## src/rtl/jesd_sync_pkg.sv

```systemverilog
// jesd_sync_pkg: state encodings and widths shared by the JESD204B RX sync controller.
// Optional SYSREF re-alignment is selected with JESD_SYSREF_REALIGN_EN.
`timescale 1ns/1ps
package jesd_sync_pkg;

  localparam int ST_W   = 3;
  localparam int RCNT_W = 8;

  typedef logic [ST_W-1:0] state_t;

  localparam state_t ST_IDLE        = 3'd0;
  localparam state_t ST_WAIT_SYSREF = 3'd1;
  localparam state_t ST_CGS         = 3'd2;
  localparam state_t ST_WAIT_LMFC   = 3'd3;
  localparam state_t ST_ILAS        = 3'd4;
  localparam state_t ST_DATA        = 3'd5;

  function automatic logic [RCNT_W-1:0] sat_inc(
    input logic [RCNT_W-1:0] v
  );
    return (&v) ? v : v + RCNT_W'(1);
  endfunction

endpackage

```

## src/rtl/jesd_lmfc_counter.sv

```systemverilog
// jesd_lmfc_counter: SYSREF edge detect and LMFC phase counter.
// JESD_SYSREF_REALIGN_EN: every later SYSREF edge re-phases and flags misalignment.
`timescale 1ns/1ps
module jesd_lmfc_counter #(
  parameter int LMFC_CYCLES = 8
) (
  input  logic i_clk,
  input  logic i_rst_n,
  input  logic i_sysref,
  input  logic i_start_en,
  input  logic i_stop,
  output logic o_sysref_edge,
  output logic o_lmfc,
  output logic o_misalign
);

  localparam int CW = (LMFC_CYCLES > 1) ? $clog2(LMFC_CYCLES) : 1;
  localparam logic [CW-1:0] LAST = CW'(LMFC_CYCLES - 1);

  logic          r_sysref_d;
  logic          r_run;
  logic [CW-1:0] r_cnt;
  logic          w_edge;
  logic          w_load;
  logic          w_wrap;

  assign w_edge = i_sysref & ~r_sysref_d;
  assign w_wrap = (r_cnt == LAST);

`ifdef JESD_SYSREF_REALIGN_EN
  assign w_load     = w_edge & (i_start_en | r_run);
  assign o_misalign = w_edge & r_run & ~w_wrap;
`else
  assign w_load     = w_edge & i_start_en & ~r_run;
  assign o_misalign = 1'b0;
`endif

  always_ff @(posedge i_clk or negedge i_rst_n) begin
    if (!i_rst_n) begin
      r_sysref_d <= 1'b0;
      r_run      <= 1'b0;
      r_cnt      <= '0;
    end else begin
      r_sysref_d <= i_sysref;
      if (i_stop) begin
        r_run <= 1'b0;
        r_cnt <= '0;
      end else if (w_load) begin
        r_run <= 1'b1;
        r_cnt <= '0;
      end else if (r_run) begin
        r_cnt <= w_wrap ? '0 : r_cnt + CW'(1);
      end
    end
  end

  assign o_sysref_edge = w_edge;
  assign o_lmfc        = r_run & (r_cnt == '0);

endmodule

```

## src/rtl/jesd_sync_ctrl.sv

```systemverilog
// jesd_sync_ctrl: JESD204B RX link bring-up FSM driving SYNC~ (IDLE..DATA).
// JESD_SYSREF_REALIGN_EN enables SYSREF re-phasing with misalignment resync.
`timescale 1ns/1ps
module jesd_sync_ctrl
  import jesd_sync_pkg::*;
#(
  parameter int LANES           = 4,
  parameter int LMFC_CYCLES     = 8,
  parameter int CGS_MIN         = 4,
  parameter int ILAS_MF         = 4,
  parameter int ILAS_TIMEOUT_MF = 8,
  parameter int ERR_MAX         = 4
) (
  input  logic              clk_i,
  input  logic              rst_n_i,
  input  logic              enable_i,
  input  logic              sysref_i,
  input  logic [LANES-1:0]  lane_k_i,
  input  logic [LANES-1:0]  lane_ilas_i,
  input  logic [LANES-1:0]  lane_err_i,
  output logic              sync_o,
  output logic              lmfc_o,
  output logic              link_up_o,
  output logic [ST_W-1:0]   state_o,
  output logic [RCNT_W-1:0] resync_cnt_o
);

  localparam int KW  = $clog2(CGS_MIN + 1);
  localparam int MFW = $clog2(ILAS_TIMEOUT_MF + 1);
  localparam int EW  = $clog2(ERR_MAX + 1);

  state_t             r_state;
  logic               r_sync;
  logic               r_link_up;
  logic [KW-1:0]      r_kcnt;
  logic [LANES-1:0]   r_flags;
  logic [MFW-1:0]     r_mf;
  logic [EW-1:0]      r_err;
  logic [RCNT_W-1:0]  r_resync_cnt;

  state_t             w_state_nxt;
  logic               w_resync;
  logic               w_lmfc;
  logic               w_edge;
  logic               w_misalign;
  logic               w_kall;
  logic [KW-1:0]      w_k_nxt;
  logic [LANES-1:0]   w_flags_nxt;
  logic               w_flags_all;
  logic [MFW-1:0]     w_mf_nxt;
  logic [EW-1:0]      w_err_nxt;
  logic               w_lmfc_stop;
  logic               w_lmfc_start;

  // Stop the LMFC the same cycle the FSM falls back to IDLE.
  assign w_lmfc_stop  = (r_state == ST_IDLE) | ~enable_i;
  assign w_lmfc_start = (r_state == ST_WAIT_SYSREF);

  jesd_lmfc_counter #(
    .LMFC_CYCLES (LMFC_CYCLES)
  ) u_lmfc (
    .i_clk         (clk_i),
    .i_rst_n       (rst_n_i),
    .i_sysref      (sysref_i),
    .i_start_en    (w_lmfc_start),
    .i_stop        (w_lmfc_stop),
    .o_sysref_edge (w_edge),
    .o_lmfc        (w_lmfc),
    .o_misalign    (w_misalign)
  );

  assign w_kall      = &lane_k_i;
  assign w_k_nxt     = w_kall ? r_kcnt + KW'(1) : '0;
  assign w_flags_nxt = r_flags | lane_ilas_i;
  assign w_flags_all = &w_flags_nxt;
  assign w_mf_nxt    = r_mf + MFW'(1);
  assign w_err_nxt   = r_err + EW'(|lane_err_i);

  always_comb begin
    w_state_nxt = r_state;
    w_resync    = 1'b0;
    unique case (r_state)
      ST_IDLE: begin
        if (enable_i) w_state_nxt = ST_WAIT_SYSREF;
      end
      ST_WAIT_SYSREF: begin
        if (w_edge) w_state_nxt = ST_CGS;
      end
      ST_CGS: begin
        if (w_k_nxt == KW'(CGS_MIN)) w_state_nxt = ST_WAIT_LMFC;
      end
      ST_WAIT_LMFC: begin
        if (!w_kall) w_state_nxt = ST_CGS;
        else if (w_lmfc) w_state_nxt = ST_ILAS;
      end
      ST_ILAS: begin
        if (w_misalign) begin
          w_resync = 1'b1;
        end else if (w_lmfc) begin
          if (w_flags_all && w_mf_nxt >= MFW'(ILAS_MF))
            w_state_nxt = ST_DATA;
          else if (!w_flags_all && w_mf_nxt >= MFW'(ILAS_TIMEOUT_MF))
            w_resync = 1'b1;
        end
      end
      ST_DATA: begin
        if (w_misalign || w_err_nxt >= EW'(ERR_MAX)) w_resync = 1'b1;
      end
      default: w_state_nxt = ST_IDLE;
    endcase
    if (w_resync) w_state_nxt = ST_CGS;
    // Disable wins over everything and is never counted as a resync.
    if (!enable_i) begin
      w_state_nxt = ST_IDLE;
      w_resync    = 1'b0;
    end
  end

  always_ff @(posedge clk_i or negedge rst_n_i) begin
    if (!rst_n_i) begin
      r_state      <= ST_IDLE;
      r_sync       <= 1'b0;
      r_link_up    <= 1'b0;
      r_kcnt       <= '0;
      r_flags      <= '0;
      r_mf         <= '0;
      r_err        <= '0;
      r_resync_cnt <= '0;
    end else begin
      r_state   <= w_state_nxt;
      r_sync    <= (w_state_nxt == ST_ILAS) | (w_state_nxt == ST_DATA);
      r_link_up <= (w_state_nxt == ST_DATA);
      if (w_resync) r_resync_cnt <= sat_inc(r_resync_cnt);

      if (r_state == ST_CGS && w_state_nxt == ST_CGS) r_kcnt <= w_k_nxt;
      else r_kcnt <= '0;

      if (r_state == ST_ILAS && w_state_nxt == ST_ILAS) begin
        r_flags <= w_flags_nxt;
        if (w_lmfc) r_mf <= w_mf_nxt;
      end else begin
        r_flags <= '0;
        r_mf    <= '0;
      end

      // An error on the boundary cycle is compared before the clear.
      if (r_state == ST_DATA && w_state_nxt == ST_DATA)
        r_err <= w_lmfc ? '0 : w_err_nxt;
      else
        r_err <= '0;
    end
  end

  assign sync_o       = r_sync;
  assign lmfc_o       = w_lmfc;
  assign link_up_o    = r_link_up;
  assign state_o      = r_state;
  assign resync_cnt_o = r_resync_cnt;

endmodule

```

## config.mk

```make
export PLATFORM = sky130hd
export DESIGN_NAME = jesd_sync_ctrl
export DESIGN_NICKNAME = d
export VERILOG_FILES = /design/src/rtl/jesd_sync_pkg.sv /design/src/rtl/jesd_lmfc_counter.sv /design/src/rtl/jesd_sync_ctrl.sv
export SDC_FILE = /design/constraint.sdc
export NUM_CORES = 1
export LEC_CHECK = 0
export ABC_AREA = 1
export CELL_PAD_IN_SITES_DETAIL_PLACEMENT = 1
export CELL_PAD_IN_SITES_GLOBAL_PLACEMENT = 1
export CORE_UTILIZATION = 40
export DETAILED_ROUTE_END_ITERATION = 6
export GPL_ROUTABILITY_DRIVEN = 0
export PLACE_DENSITY = 0.83
export REMOVE_ABC_BUFFERS = 1
export SLEW_MARGIN = 20
export SYNTH_ARGS = -nofsm -noshare
export SYNTH_HDL_FRONTEND = slang
export SYNTH_HIERARCHICAL = 1
export SYNTH_SLANG_ARGS = --single-unit
```

## constraint.sdc

```tcl
create_clock -name clk_i -period 2.3 [get_ports clk_i]
set_input_delay 0.23 -clock clk_i [delete_from_list [all_inputs] [get_ports clk_i]]
set_output_delay 0.23 -clock clk_i [all_outputs]
set_load 0.05 [all_outputs]
```

Run 1, routing congestion map:
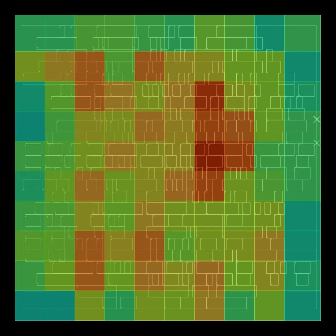
met1 Use GR: 0.228
M2 GR Usage: 0.324
Tot GR Track Use: 0.188

Run 1, wiring by layer:
Only two layers are drawn.
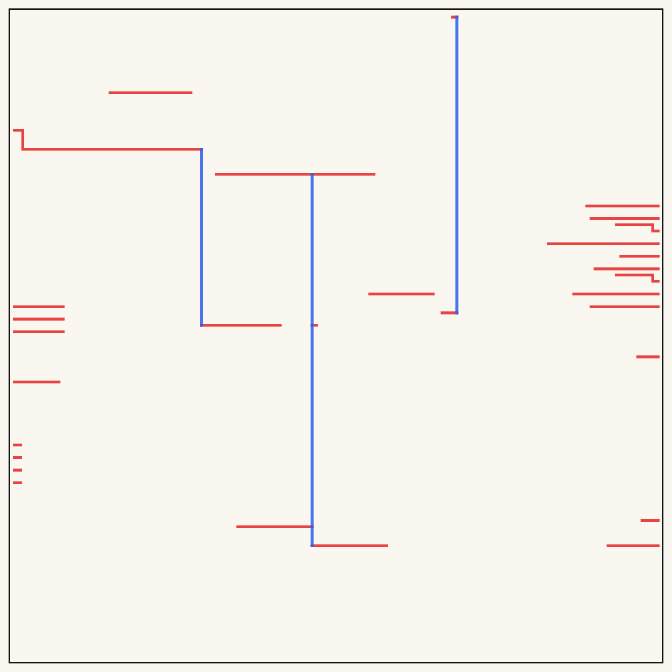
- metal 4: blue (wire length 91.1 µm)
- metal 3: red (wire length 179 µm)

==> ci_impl_report.md, run 1 <==
### Metrics collected by this job

| Metric | Value |
|---|---|
| Status | `finished, violations left` |
| Failing checks | `design-rule violations` |
| Post-CTS setup buffer count | `0` |
| Crit-path leading delay family | `simple AND/OR/NAND/NOR gates` |
| Die ar. | `approximately 5000 µm²` |
| DRC violations left | `4` |
| Initial antenna violation count | `0` |
| Clk slew on worst S/H paths | `0.07 ns` |
| Kind of critical path | `primary input to register` |
| DRT iter0 DRCs | `49` |
| Comb pwr share | `0.115` |
| Comb/total area | `0.395` |
| Unique masters post-synth | `31` |
| Max-cap violations | `0` |
| Vias in the first global route | `approximately 1600` |
| Worst rel slew slack | `0.635` |
| Period utilisation layout | `0.937` |
| Slew @ Worst Pin | `about 0.55 ns` |
| Sequential share of power | `0.461` |
| Nets | `275` |
| DR vias | `between 1500 and 2000` |
Run 1, ports around the boundary:
Pins as bars across the die edge, other pins in grey.
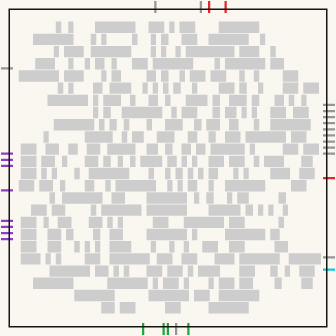
- `rst_n_i`: cyan (pins 1; direction input; edge right)
- `lane_ilas_i`: green (pins 4; direction input; edge bottom)
- `resync_cnt_o`: purple (pins 8; direction output; edge left)
- `state_o`: red (pins 3; direction output; edge 2 top, 1 right)
- all pins by edge: 12 right, 9 left, 5 bottom, 4 top
Die Wd: 70.5 µm
die height: 70.5 µm
Port Buf Inserts: 29

==> run 2, diff against run 1 <==
SETUP_SLACK_MARGIN = 0.05   (was not set)
Run 2, wiring by layer:
Only two layers are drawn.
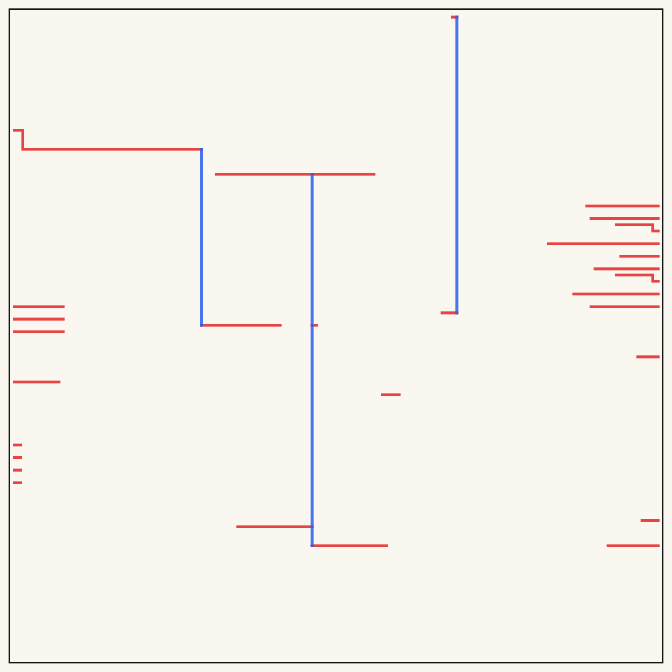
- metal 3: red (wire length 165 µm)
- metal 4: blue (wire length 91.1 µm)

Run 2, signal wires on met3:
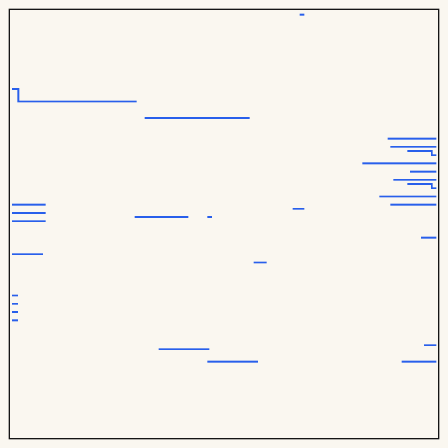
- main direction: horizontal
- wire length on this layer: 165 µm
- nets with wire on the layer: 24
- longest straight run: 19.3 µm

==> ci_impl_report.md, run 2 <==
### Metrics collected by this job

| Metric | Value |
|---|---|
| Complex-gate fraction of the synthesized area | `0.0567` |
| Slew @ Worst Pin | `0.546 ns (-0.000619 ns)` |
| DRT Pass-1 Iters | `6` |
| Met1 Use GR | `0.236 (+0.00739)` |
| Vias in the first global route | `1633 (+1.4%)` |
| Max-cap violations | `0 (unchanged)` |
| Unique masters post-synth | `31 (unchanged)` |
| Sequential share of power | `0.460 (about the same)` |
| Post-synth area from yosys stat | `roughly 1900 µm²` |
| Post-CTS setup buffer count | `0 (unchanged)` |
| Nets | `275 (unchanged)` |
| Synth top cells by count | `nand2_1, dfrtp_1, inv_1, nor2_1, nand3_1` |
| Kind of critical path | `primary input to register` |
| OpenROAD warning count | `26` |
| Max-area cell share | `0.427` |
| Root buffer cell | `clkbuf_8` |
| Fraction of layout cells with a size suffix above 1 | `0.258` |
| Initial antenna violation count | `0 (unchanged)` |
| DR vias | `1554 (+0.58%)` |
| Period utilisation layout | `0.921 (-0.0166)` |
| Die Wd | `70.5 µm (unchanged)` |
| Failing checks | `design-rule violations` |
| Crit-path leading delay family | `simple AND/OR/NAND/NOR gates` |
| Comb area leader | `simple AND/OR/NAND/NOR gates` |
| Post-synthesis cell count | `212` |
| DRC violations left | `4 (unchanged)` |
| Layout fillers | `between 500 and 600` |
| Nonclk inv count | `33` |
| Core ar. | `approximately 4400 µm²` |
| Adder Area Share | `0.0534` |
| Die height | `70.5 µm (unchanged)` |
| Status | `finished, violations left` |
| Yosys xor share | `0.0467` |
| Comb pwr share | `0.115 (about the same)` |
| Tot GR Track Use | `0.192 (+0.00464)` |
| Worst rel slew slack | `0.635 (about the same)` |
| DRT iter0 DRCs | `54 (+10%)` |
| Post-Place Worst Slack | `-0.279 ns` |
| Port Buf Inserts | `29 (unchanged)` |
| Seq power | `about 580 µW` |
| Data required, critical path | `about 2.5 ns` |
| Die ar. | `4970 µm² (unchanged)` |
==> run 3, diff against run 2 <==
CORE_UTILIZATION = 35   (was 40)
PLACE_DENSITY = 0.75   (was 0.83)
Run 3, sequential cells grouped by signal name:
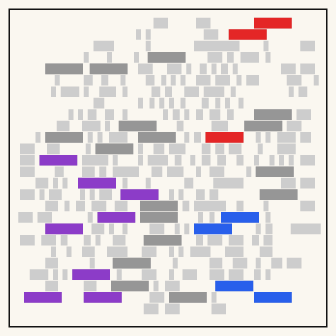
- `r_kcnt`: red (placed flops 3)
- `resync_cnt_o`: purple (placed flops 8)
- `r_mf`: blue (placed flops 4; where bottom right)
Final Core Density: 0.471
Seq power: 578 µW
sequential cell area: 801 µm²

Run 3, ports around the boundary:
Pins as bars across the die edge, other pins in grey.
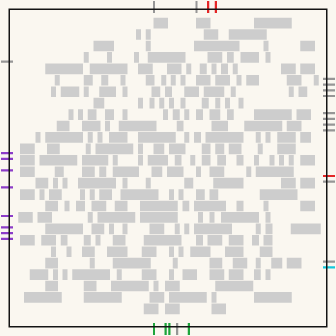
- `resync_cnt_o`: purple (pins 8; direction output; edge left)
- `state_o`: red (pins 3; direction output; edge 2 top, 1 right)
- `lane_ilas_i`: green (pins 4; direction input; edge bottom)
- `rst_n_i`: cyan (pins 1; direction input; edge right)
- all pins by edge: 12 right, 9 left, 5 bottom, 4 top

==> ci_impl_report.md, run 3 <==
### Metrics collected by this job

| Metric | Value |
|---|---|
| Max-area cell share | `0.427 (unchanged)` |
| Port Buf Inserts | `29 (unchanged)` |
| Slew @ Worst Pin | `0.509 ns (-0.0364 ns)` |
| Worst rel slew slack | `0.660 (+0.0244)` |
| Yosys xor share | `0.0467 (unchanged)` |
| Comb pwr share | `0.111 (-0.004)` |
| Initial antenna violation count | `0 (unchanged)` |
| Period utilisation layout | `0.927 (+0.00637)` |
| Sequential share of power | `0.452 (-0.008)` |
| DRC violations left | `0 (-4)` |
| Vias in the first global route | `1487 (-8.9%)` |
| Nets | `274 (-0.36%)` |
| Post-Place Worst Slack | `-0.306 ns (-0.0269 ns)` |
| Fraction of layout cells with a size suffix above 1 | `0.239 (-0.0189)` |
| Post-CTS setup buffer count | `0 (unchanged)` |
| Post-synth area from yosys stat | `1880 µm² (unchanged)` |
| Crit-path leading delay family | `simple AND/OR/NAND/NOR gates` |
| Kind of critical path | `primary input to register` |
| Die height | `75.2 µm (+6.7%)` |
| DR vias | `1500 (-3.5%)` |
| Root buffer cell | `clkbuf_8` |
| Post-synthesis cell count | `212 (unchanged)` |
| OpenROAD warning count | `26 (unchanged)` |
| Layout fillers | `646 (+26%)` |
| Unique masters post-synth | `31 (unchanged)` |
| DRT Pass-1 Iters | `4 (-2)` |
| Core ar. | `5140 µm² (+16%)` |
| Nonclk inv count | `33 (unchanged)` |
| Adder Area Share | `0.0534 (unchanged)` |
| Die Wd | `75.2 µm (+6.7%)` |
| Synth top cells by count | `nand2_1, dfrtp_1, inv_1, nor2_1, nand3_1` |
| Die ar. | `5660 µm² (+14%)` |
| Status | `finished, final reports clean` |
Power figures rest on the tool's default switching activity, not on a simulated workload.
